### Clock nets

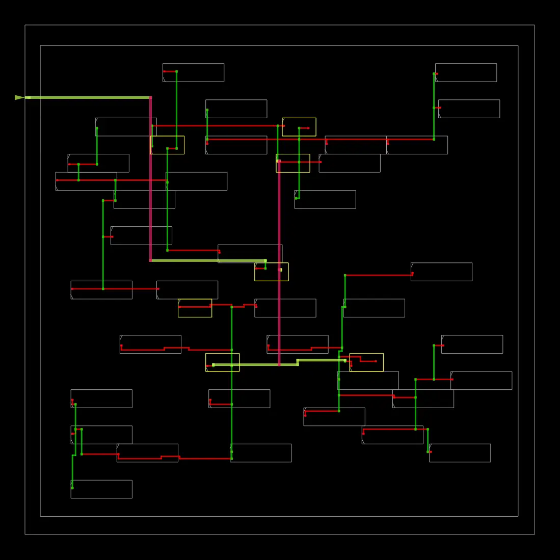
### Metal layers overlaid

Bar = 20 microns. Two of the layers only.
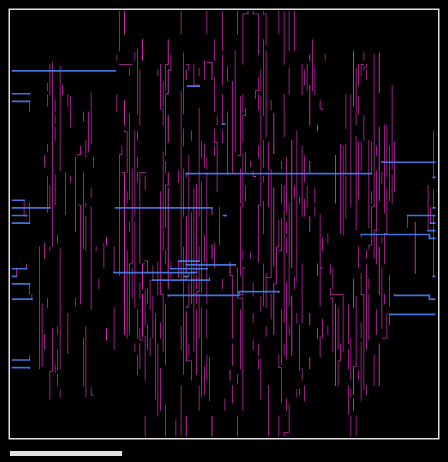
### Clock distribution

Bar = 20 microns.
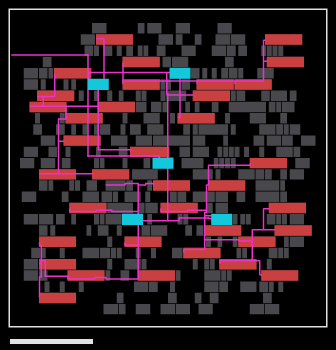
`config.mk`:
```
export PLATFORM = sky130hd
export DESIGN_NAME = stream_width_downsizer
export DESIGN_NICKNAME = d
export VERILOG_FILES = /design/src/rtl/stream_width_downsizer.sv
export SDC_FILE = /design/constraint.sdc
export NUM_CORES = 1
export LEC_CHECK = 0
export ABC_AREA = 1
export CAP_MARGIN = 10
export CELL_PAD_IN_SITES_DETAIL_PLACEMENT = 0
export CELL_PAD_IN_SITES_GLOBAL_PLACEMENT = 1
export CORE_MARGIN = 2
export CORE_UTILIZATION = 35
export DETAILED_ROUTE_END_ITERATION = 7
export GPL_TIMING_DRIVEN = 0
export PLACE_DENSITY_LB_ADDON = 0.05
export SLEW_MARGIN = 20
export SYNTH_ARGS = -nofsm -noshare
export SYNTH_HDL_FRONTEND = slang
export SYNTH_SLANG_ARGS = --single-unit
```
`constraint.sdc`:
```
create_clock -name clk -period 1.5 [get_ports clk]
set_clock_uncertainty 0.2 [all_clocks]
set_input_delay 0.225 -clock clk [delete_from_list [all_inputs] [get_ports clk]]
set_output_delay 0.225 -clock clk [all_outputs]
set_load 0.01 [all_outputs]
```
`src/rtl/stream_width_downsizer.sv`:
```
// Wide-to-narrow stream serialiser: each accepted IN_WIDTH word leaves as RATIO
// OUT_WIDTH beats, least-significant slice first, with in_last carried onto the final beat.
module stream_width_downsizer #(
  parameter int OUT_WIDTH = 8,
  parameter int RATIO     = 4
) (
  input  logic                           clk,
  input  logic                           reset,
  input  logic [OUT_WIDTH*RATIO-1:0]     in_data,
  input  logic                           in_last,
  input  logic                           in_valid,
  output logic                           in_ready,
  output logic [OUT_WIDTH-1:0]           out_data,
  output logic                           out_last,
  output logic                           out_valid,
  input  logic                           out_ready
);

  localparam int IN_WIDTH = OUT_WIDTH * RATIO;
  localparam int BW       = (RATIO > 1) ? $clog2(RATIO) : 1;
  localparam logic [BW-1:0] LAST_BEAT = BW'(RATIO - 1);
  localparam logic [BW-1:0] ONE_BEAT  = BW'(1);

  logic [IN_WIDTH-1:0] word_q, word_d;
  logic                last_q, last_d;
  logic [BW-1:0]       beat_q, beat_d;
  logic                valid_q, valid_d;

  logic at_last_beat;
  logic rx;
  logic tx;

  assign at_last_beat = (beat_q == LAST_BEAT);

  // Combinational out_ready -> in_ready lets a new word load on the final beat
  // with no bubble; the upstream skid buffer registers this path.
  assign in_ready = !reset && (!valid_q || (out_ready && at_last_beat));
  assign rx       = in_valid && in_ready;
  assign tx       = valid_q && out_ready;

  always_comb begin
    word_d  = word_q;
    last_d  = last_q;
    beat_d  = beat_q;
    valid_d = valid_q;
    if (rx) begin
      word_d  = in_data;
      last_d  = in_last;
      beat_d  = '0;
      valid_d = 1'b1;
    end else if (tx) begin
      if (at_last_beat) begin
        beat_d  = '0;
        valid_d = 1'b0;
      end else begin
        beat_d  = beat_q + ONE_BEAT;
      end
    end
  end

  always_ff @(posedge clk or posedge reset) begin
    if (reset) begin
      word_q  <= '0;
      last_q  <= 1'b0;
      beat_q  <= '0;
      valid_q <= 1'b0;
    end else begin
      word_q  <= word_d;
      last_q  <= last_d;
      beat_q  <= beat_d;
      valid_q <= valid_d;
    end
  end

  assign out_valid = valid_q;
  assign out_data  = word_q[int'(beat_q)*OUT_WIDTH +: OUT_WIDTH];
  assign out_last  = valid_q && last_q && at_last_beat;

endmodule

```
==> results.tsv <==
metric	value	unit
status	complete, but fails checks	
violated checks	setup timing	
layout net count	338	
PD cells	1922	nW/um^2
Top cell excl fill/tap	nand2_1	
Signal inverters	20	
top cells by instance count after synthesis	nand2_1, dfrtp_1, nand4_1, inv_1, buf_2	
Crit Path Max Fanout	6	
Top Consumer	combinational logic	
post-synthesis sequential area ratio	48.95	%
GR Layer Usage met3	5.569	%
Hold Crit Start	in_valid	
GRT overflow	0	
Hold Violations, Final	0	
Worst setup SP type	register	
Placement Cell Area	2389	sq um
Setup Slack @ Placement	-0.8044	ns
CTS tree	built	
GRT Resource Usage Total	20.09	%
hold depth	3	
Setup TNS Final	-12.09	ns
# setup viols final	46	
CP cell instances	buf_6 -> buf_8 -> o211ai_1 -> nand2_1 -> buf_2	
final instance area	2769	sq um
Synth Area in Adders	0.6798	%
Top-area cell share	48.95	%
Post-CTS Setup Inserts	7	
met2 usage	31.33	%
routed length on met1	2656	microns
logic area	847.1	sq um
end of the worst hold path	word_q[5]	
synth top area cells	dfrtp_1, nand2_1, nand4_1	
Synthesized Nets	269	
Final WS setup	-0.4025	ns
buffer and inverter count on the worst path	3	
largest net degree at the start of global routing	46	
reg-to-reg endpoint	word_q[6]	
Comb area share	30.59	%
CP Data Arrival Time	1.48	ns
grt peak-use layer	met2	
Post-synth regs	36	
share of cells above drive strength 1	22.67	%
Period minus WS final	1.902	ns
Max Cap Viol	0	
Power Combinational	2.77	mW
Notes on 'Clock nets' above:
CLK BUF: 7
Worst-Skew Late Latency: 0.29 ns
clk sink count: 36
CTS Buf Count: 5
Flops: 36

Notes on 'Metal layers overlaid' above:
colour	layer	wire length
magenta	M2	2710 microns
blue	M3	218 microns

Notes on 'Clock distribution' above:
[red] flip-flops | count: 36
[cyan] clock-net drivers | count: 5
[magenta] clock wires | length: 518 microns
flops lie	widely spread

Power is estimated from default activity; no workload was simulated.
